`src/rtl/adc16dv160_input_common.sv`:
```
// Shared types and constants for the ADC16DV160 capture path.
package adc16dv160_input_common;

    typedef enum logic [1:0] {
        StIdle,
        StCapture,
        StDrain
    } cap_state_e;

    // Bit positions in the AXI-Lite status word.
    localparam int unsigned STAT_BUSY = 0;
    localparam int unsigned STAT_OVF  = 1;
    localparam int unsigned STAT_TMO  = 2;

endpackage

```
`src/rtl/adc16dv160_capture_ctrl_if.sv`:
```
// AXI-Stream sample channel between the capture controller and the DMA.
interface adc16dv160_capture_ctrl_if #(
    parameter int unsigned DATA_W = 16
);
    logic [DATA_W-1:0] TDATA;
    logic              TVALID;
    logic              TREADY;
    logic              TLAST;

    modport master (output TDATA, output TVALID, output TLAST, input TREADY);
    modport slave  (input TDATA, input TVALID, input TLAST, output TREADY);
endinterface

```
`src/rtl/adc16dv160_axis_outreg.sv`:
```
// Single-entry AXI-Stream holding register; owns TDATA/TVALID/TLAST.
module adc16dv160_axis_outreg #(
    parameter int unsigned DATA_W = 16
) (
    input  logic              clk,
    input  logic              rst,
    input  logic              load_i,
    input  logic [DATA_W-1:0] data_i,
    input  logic              last_i,
    input  logic              force_last_i,
    input  logic              ready_i,
    output logic              full_o,
    output logic [DATA_W-1:0] tdata_o,
    output logic              tlast_o
);

    logic              valid_q;
    logic [DATA_W-1:0] data_q;
    logic              last_q;

    // A load may coincide with the pop of the previous beat.
    always_ff @(posedge clk or posedge rst) begin
        if (rst) begin
            valid_q <= 1'b0;
            data_q  <= '0;
            last_q  <= 1'b0;
        end else if (load_i) begin
            valid_q <= 1'b1;
            data_q  <= data_i;
            last_q  <= last_i;
        end else if (valid_q && ready_i) begin
            valid_q <= 1'b0;
            last_q  <= 1'b0;
        end else if (force_last_i) begin
            last_q  <= 1'b1;
        end
    end

    assign full_o  = valid_q;
    assign tdata_o = data_q;
    assign tlast_o = last_q;

endmodule

```
`src/rtl/adc16dv160_capture_ctrl.sv`:
```
// ADC16DV160 capture sequencer: start/size latch, sample selection, AXIS output, status.
// Optional input-idle timeout abort enabled by defining ADC16DV160_CAPTURE_TIMEOUT_EN.
module adc16dv160_capture_ctrl
    import adc16dv160_input_common::*;
#(
    parameter int unsigned DATA_W      = 16,
    parameter int unsigned CNT_W       = 32,
    parameter int unsigned TIMEOUT_CYC = 1024
) (
    input  logic                ACLK,
    input  logic                ARESET,
    input  logic [CNT_W-1:0]    dsize,
    input  logic                cr_start,
    input  logic                cr_test,
    input  logic [DATA_W-1:0]   adc_data,
    input  logic                adc_valid,
    adc16dv160_capture_ctrl_if.master M_AXIS,
    output logic                busy,
    output logic                done,
    output logic                overflow,
    output logic                timeout,
    output logic [CNT_W-1:0]    sample_cnt
);

    cap_state_e        state_q;
    logic              busy_q;
    logic              done_q;
    logic              overflow_q;
    logic [CNT_W-1:0]  sample_cnt_q;
    logic [CNT_W-1:0]  dsize_q;
    logic              test_q;
    logic [DATA_W-1:0] tcnt_q;

    logic              full;
    logic              pop;
    logic              room;
    logic              load;
    logic              load_last;
    logic [CNT_W-1:0]  cnt_inc;
    logic [DATA_W-1:0] cand;
    logic              tmo_hit;
    logic              force_last;

    assign pop       = full && M_AXIS.TREADY;
    assign room      = !full || pop;
    assign cand      = test_q ? tcnt_q : adc_data;
    assign cnt_inc   = sample_cnt_q + CNT_W'(1);
    assign load      = (state_q == StCapture) && adc_valid && room;
    assign load_last = (cnt_inc == dsize_q);

`ifdef ADC16DV160_CAPTURE_TIMEOUT_EN
    logic [CNT_W-1:0] idle_cnt_q;
    logic             timeout_q;

    assign tmo_hit    = (state_q == StCapture) && !adc_valid &&
                        (idle_cnt_q + CNT_W'(1) == CNT_W'(TIMEOUT_CYC));
    assign force_last = tmo_hit && full && !pop;
    assign timeout    = timeout_q;
`else
    logic unused_tmo_cfg;

    assign unused_tmo_cfg = ^TIMEOUT_CYC;
    assign tmo_hit        = 1'b0;
    assign force_last     = 1'b0;
    assign timeout        = 1'b0;
`endif

    always_ff @(posedge ACLK or posedge ARESET) begin
        if (ARESET) begin
            state_q      <= StIdle;
            busy_q       <= 1'b0;
            done_q       <= 1'b0;
            overflow_q   <= 1'b0;
            sample_cnt_q <= '0;
            dsize_q      <= '0;
            test_q       <= 1'b0;
            tcnt_q       <= '0;
`ifdef ADC16DV160_CAPTURE_TIMEOUT_EN
            idle_cnt_q   <= '0;
            timeout_q    <= 1'b0;
`endif
        end else begin
            done_q <= 1'b0;
            unique case (state_q)
                StIdle: begin
                    if (cr_start) begin
                        if (dsize != '0) begin
                            dsize_q      <= dsize;
                            test_q       <= cr_test;
                            sample_cnt_q <= '0;
                            overflow_q   <= 1'b0;
                            tcnt_q       <= '0;
                            busy_q       <= 1'b1;
                            state_q      <= StCapture;
`ifdef ADC16DV160_CAPTURE_TIMEOUT_EN
                            idle_cnt_q   <= '0;
                            timeout_q    <= 1'b0;
`endif
                        end else begin
                            done_q <= 1'b1;
                        end
                    end
                end
                StCapture: begin
                    // Test counter advances on dropped samples too.
                    if (adc_valid) begin
                        tcnt_q <= tcnt_q + DATA_W'(1);
                        if (room) begin
                            sample_cnt_q <= cnt_inc;
                            if (load_last) state_q <= StDrain;
                        end else begin
                            overflow_q <= 1'b1;
                        end
                    end
`ifdef ADC16DV160_CAPTURE_TIMEOUT_EN
                    if (adc_valid) begin
                        idle_cnt_q <= '0;
                    end else if (tmo_hit) begin
                        idle_cnt_q <= '0;
                        timeout_q  <= 1'b1;
                        if (full && !pop) begin
                            state_q <= StDrain;
                        end else begin
                            state_q <= StIdle;
                            busy_q  <= 1'b0;
                            done_q  <= 1'b1;
                        end
                    end else begin
                        idle_cnt_q <= idle_cnt_q + CNT_W'(1);
                    end
`endif
                end
                StDrain: begin
                    if (pop && M_AXIS.TLAST) begin
                        state_q <= StIdle;
                        busy_q  <= 1'b0;
                        done_q  <= 1'b1;
                    end
                end
                default: state_q <= StIdle;
            endcase
        end
    end

    adc16dv160_axis_outreg #(
        .DATA_W (DATA_W)
    ) u_outreg (
        .clk          (ACLK),
        .rst          (ARESET),
        .load_i       (load),
        .data_i       (cand),
        .last_i       (load_last),
        .force_last_i (force_last),
        .ready_i      (M_AXIS.TREADY),
        .full_o       (full),
        .tdata_o      (M_AXIS.TDATA),
        .tlast_o      (M_AXIS.TLAST)
    );

    assign M_AXIS.TVALID = full;
    assign busy          = busy_q;
    assign done          = done_q;
    assign overflow      = overflow_q;
    assign sample_cnt    = sample_cnt_q;

endmodule
```
`src/flat_wrapper.sv`:
```
// flat-port wrapper written by rule: the top's interface ports become plain ports
module adc16dv160_capture_ctrl_flat import adc16dv160_input_common::*;
#(
    parameter int unsigned DATA_W      = 16,
    parameter int unsigned CNT_W       = 32,
    parameter int unsigned TIMEOUT_CYC = 1024
)
  (ACLK, ARESET, dsize, cr_start, cr_test, adc_data, adc_valid, busy, done, overflow, timeout, sample_cnt, M_AXIS_TDATA, M_AXIS_TVALID, M_AXIS_TLAST, M_AXIS_TREADY);
  adc16dv160_capture_ctrl_if #(.DATA_W(DATA_W)) M_AXIS_i ();
  input  logic ACLK;
  input  logic ARESET;
  input  logic [CNT_W-1:0] dsize;
  input  logic cr_start;
  input  logic cr_test;
  input  logic [DATA_W-1:0] adc_data;
  input  logic adc_valid;
  output logic busy;
  output logic done;
  output logic overflow;
  output logic timeout;
  output logic [CNT_W-1:0] sample_cnt;
  output wire logic [$bits(M_AXIS_i.TDATA)-1:0] M_AXIS_TDATA;
  output wire logic [$bits(M_AXIS_i.TVALID)-1:0] M_AXIS_TVALID;
  output wire logic [$bits(M_AXIS_i.TLAST)-1:0] M_AXIS_TLAST;
  input wire logic [$bits(M_AXIS_i.TREADY)-1:0] M_AXIS_TREADY;
  assign M_AXIS_TDATA = M_AXIS_i.TDATA;
  assign M_AXIS_TVALID = M_AXIS_i.TVALID;
  assign M_AXIS_TLAST = M_AXIS_i.TLAST;
  assign M_AXIS_i.TREADY = M_AXIS_TREADY;
  adc16dv160_capture_ctrl #(.DATA_W(DATA_W), .CNT_W(CNT_W), .TIMEOUT_CYC(TIMEOUT_CYC)) u_core (.ACLK(ACLK), .ARESET(ARESET), .dsize(dsize), .cr_start(cr_start), .cr_test(cr_test), .adc_data(adc_data), .adc_valid(adc_valid), .M_AXIS(M_AXIS_i), .busy(busy), .done(done), .overflow(overflow), .timeout(timeout), .sample_cnt(sample_cnt));
endmodule
```
`config.mk`:
```
export PLATFORM = sky130hd
export DESIGN_NAME = adc16dv160_capture_ctrl_flat
export DESIGN_NICKNAME = d
export VERILOG_FILES = /design/src/rtl/adc16dv160_input_common.sv /design/src/rtl/adc16dv160_capture_ctrl_if.sv /design/src/rtl/adc16dv160_axis_outreg.sv /design/src/rtl/adc16dv160_capture_ctrl.sv /design/src/flat_wrapper.sv
export SDC_FILE = /design/constraint.sdc
export NUM_CORES = 1
export LEC_CHECK = 0
export CAP_MARGIN = 20
export CORE_ASPECT_RATIO = 0.8
export CORE_UTILIZATION = 45
export DETAILED_ROUTE_END_ITERATION = 12
export PLACE_DENSITY = 0.75
export RECOVER_POWER = 50
export SYNTH_ARGS = -nofsm -noshare
export SYNTH_HDL_FRONTEND = slang
export SYNTH_HIERARCHICAL = 1
export SYNTH_SLANG_ARGS = --single-unit
```
`constraint.sdc`:
```
create_clock -name ACLK -period 3.99 [get_ports ACLK]
set_input_delay 0.9975 -clock ACLK [delete_from_list [all_inputs] [get_ports ACLK]]
set_output_delay 0.9975 -clock ACLK [all_outputs]
set_load 0.02 [all_outputs]
```
==> flow_metrics.py <==
# Metrics from the implementation run
metrics = {
    "finish": {
        "nMultiInputCombCells": 444,
        "comb_share_pct": 41.8,
        "n_all_buffers": 114,
        "fin_cells": 868,
        "stdcell_area_mm2": 0.00741,
        "signal_buffer_area_fraction_pct": 15.3,
        "dominant_cells": "combinational gates",
        "final-comb-area_mm2": 0.00310,
        "inverters": 16,
        "nNetsFinal": 745,
        "flop_area_mm2": 0.00260,
        "drive_gt1_share_pct": 14.6,
        "n_antenna_cell": 0,
    },
    "drt": {
        "wl_per_cell_um": 18.3,
        "drc": 0,
        "wirelength_um": 15900,
        "drtAntennaViolNets": 0,
        "num_vias": 5180,
    },
    "synthesis": {
        "yosysChipArea_mm2": 0.00593,
        "ys_sh_simple_pct": 17.9,
        "synthTopCellsByArea": "dfrtp_1 (44%), mux2_2 (11%), xnor2_1 (4.9%)",
        "top_cell": "dfrtp_1",
        "ys_types": 60,
        "synthAoiAreaFrac_pct": 12.7,
        "ys_cells": 602,
        "yosysWarnings": 6,
        "synth.logic.top_family": "simple AND/OR/NAND/NOR gates",
        "edf_count": 0,
        "syn_area_mm2": 0.00593,
        "synthCells": 602,
        "synth_top_area_share_pct": 43.9,
    },
    "setup_path": {
        "cp_top_family": "buffers and inverters",
        "worstPathMaxFanout": 32,
        "critPathCaptureType": "register",
        "slowest_delay_ns": 0.53,
        "crit_required_ns": 4.22,
        "r2r_start": "u_core/sample_cnt[0]",
        "worst_ep_arrival_time_ns": 3.56,
    },
    "sta": {
        "setup_viol_count_final": 0,
        "worstMarginPinSlew_ns": 2.13,
        "rsz0062_at_grt": "no",
        "final_hold_viol_count": 0,
        "fin_hold_ws_ns": 0.503,
        "slew_violations": 45,
        "post-route-period-util_pct": 83.5,
    },
    "clocking": {
        "cts_tree": "yes",
        "clk_path_buf_depth": 2,
        "cts_resized": 0,
        "cts-root-buf": "clkbuf_16",
    },
    "power_and_ir_drop": {
        "powerComb_w": 0.000678,
        "top_power_group": "registers",
        "p_per_area_mw_per_mm2": 390,
    },
    "status": {
        "violations": "max-capacitance violations, max-slew violations",
        "outcome": "complete, but fails checks",
    },
    "worst_hold_path": {
        "hp-class": "reg2reg",
        "hold-path-cell-count": 1,
        "min-delay-start": "u_core/busy",
    },
    "run": {
        "drv_cap": 1,
    },
    "floorplanning": {
        "num_tap_cells": 175,
    },
    "place": {
        "globalplace.congestion": 0.866,
        "hpwl_um": 11400,
        "dp_cells": 853,
    },
    "global_route": {
        "grt_pass1_vias": 5130,
    },
}
==> placed cells by master (no fill, tap or decap), types with 7 or more instances in the layout <==
cell             netlist  layout
nor2_1                45      44
mux2_2                57      57
dfrtp_1              104     104
xor2_1                20      20
nor3_1                14      14
xnor2_1               33      33
clkdlybuf4s50_1        0      79
inv_1                 16      15
a21oi_1               19      19
clkbuf_16              0       9
or3_1                  8       8
nor4_1                17      17
dlygate4sd3_1          0      27
o21ai_0               57      57
nand3_1               18      18
a31oi_1                7       7
buf_4                  1       7
nand2_1               41      41
mux2_4                 7       7
o31ai_1               13      13
nand4_1               20      20
==> registers in the layout, indices dropped and copies added, names as in the netlist <==
register / cells
u_core/state_q: 2
u_core/sample_cnt: 32
u_core/dsize_q: 32
u_core/u_outreg/tdata_o: 16
u_core/u_outreg/tlast_o: 1
u_core/u_outreg/full_o: 1
u_core/test_q: 1
u_core/tcnt_q: 16
u_core/busy: 1
u_core/overflow: 1
u_core/done: 1
==> how the worst max path moves through the flow <==
stage          cells past startpoint                    end      start  slack [ns]
2_1_floorplan                      1            u_core/busy     ARESET        0.77
3_3_place_gp                       9       u_core/tcnt_q[5]  dsize[16]        0.42
3_5_place_dp                       9       u_core/tcnt_q[5]  dsize[16]        0.34
4_1_cts                            9       u_core/tcnt_q[5]  dsize[25]        0.69
5_1_grt                            9  u_core/sample_cnt[15]  dsize[16]        0.48
6_report                           9  u_core/sample_cnt[18]  dsize[25]        0.66
==> routing by layer <==
layer	wire length [um]	up-vias	track usage (%)
li1	-	2356	-
met1	6950	2526	34.0
met2	7430	269	38.2
met3	1110	29	3.94
met4	378	0	9.44
met5	0	-	0
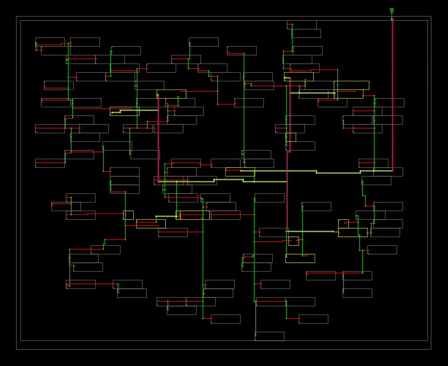
(clock nets)
CTS buffer count: 9
Flops: 104
# clk buffers: 10
Worst-Skew Late Latency: 0.35 ns
Clk. pwr: 0.000887 W

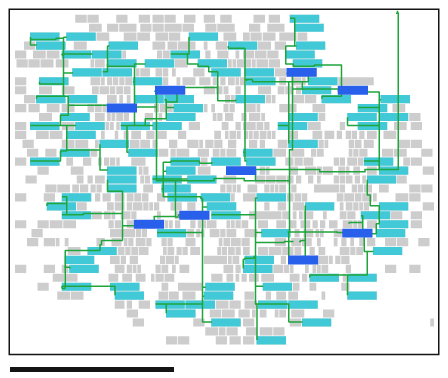
(clock wires, drivers and flops)
Scale bar: 50 um.
[green] clock wires | length: 1,230 um
[cyan] flip-flops | count: 104
[blue] clock-net drivers | count: 9
flops lie	all over the die
routed clock nets	10
clock group share of total power: 30.7%
skew final: 0.0108 ns

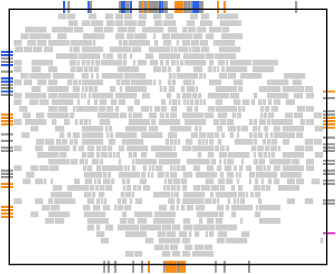
(I/O pins on the die edge)
Pins as bars across the die edge, other pins in gray.
color	port	pins	direction	edge
magenta	`timeout`	1	output	right
blue	`M_AXIS_TDATA`	16	output	10 top, 6 left
orange	`dsize`	32	input	10 left, 9 bottom, 8 top, 5 right
Die W: 130 um
DIE HEIGHT: 105 um
IO buf count: 106

No activity file was given, so power comes from the tool's default toggle rates.
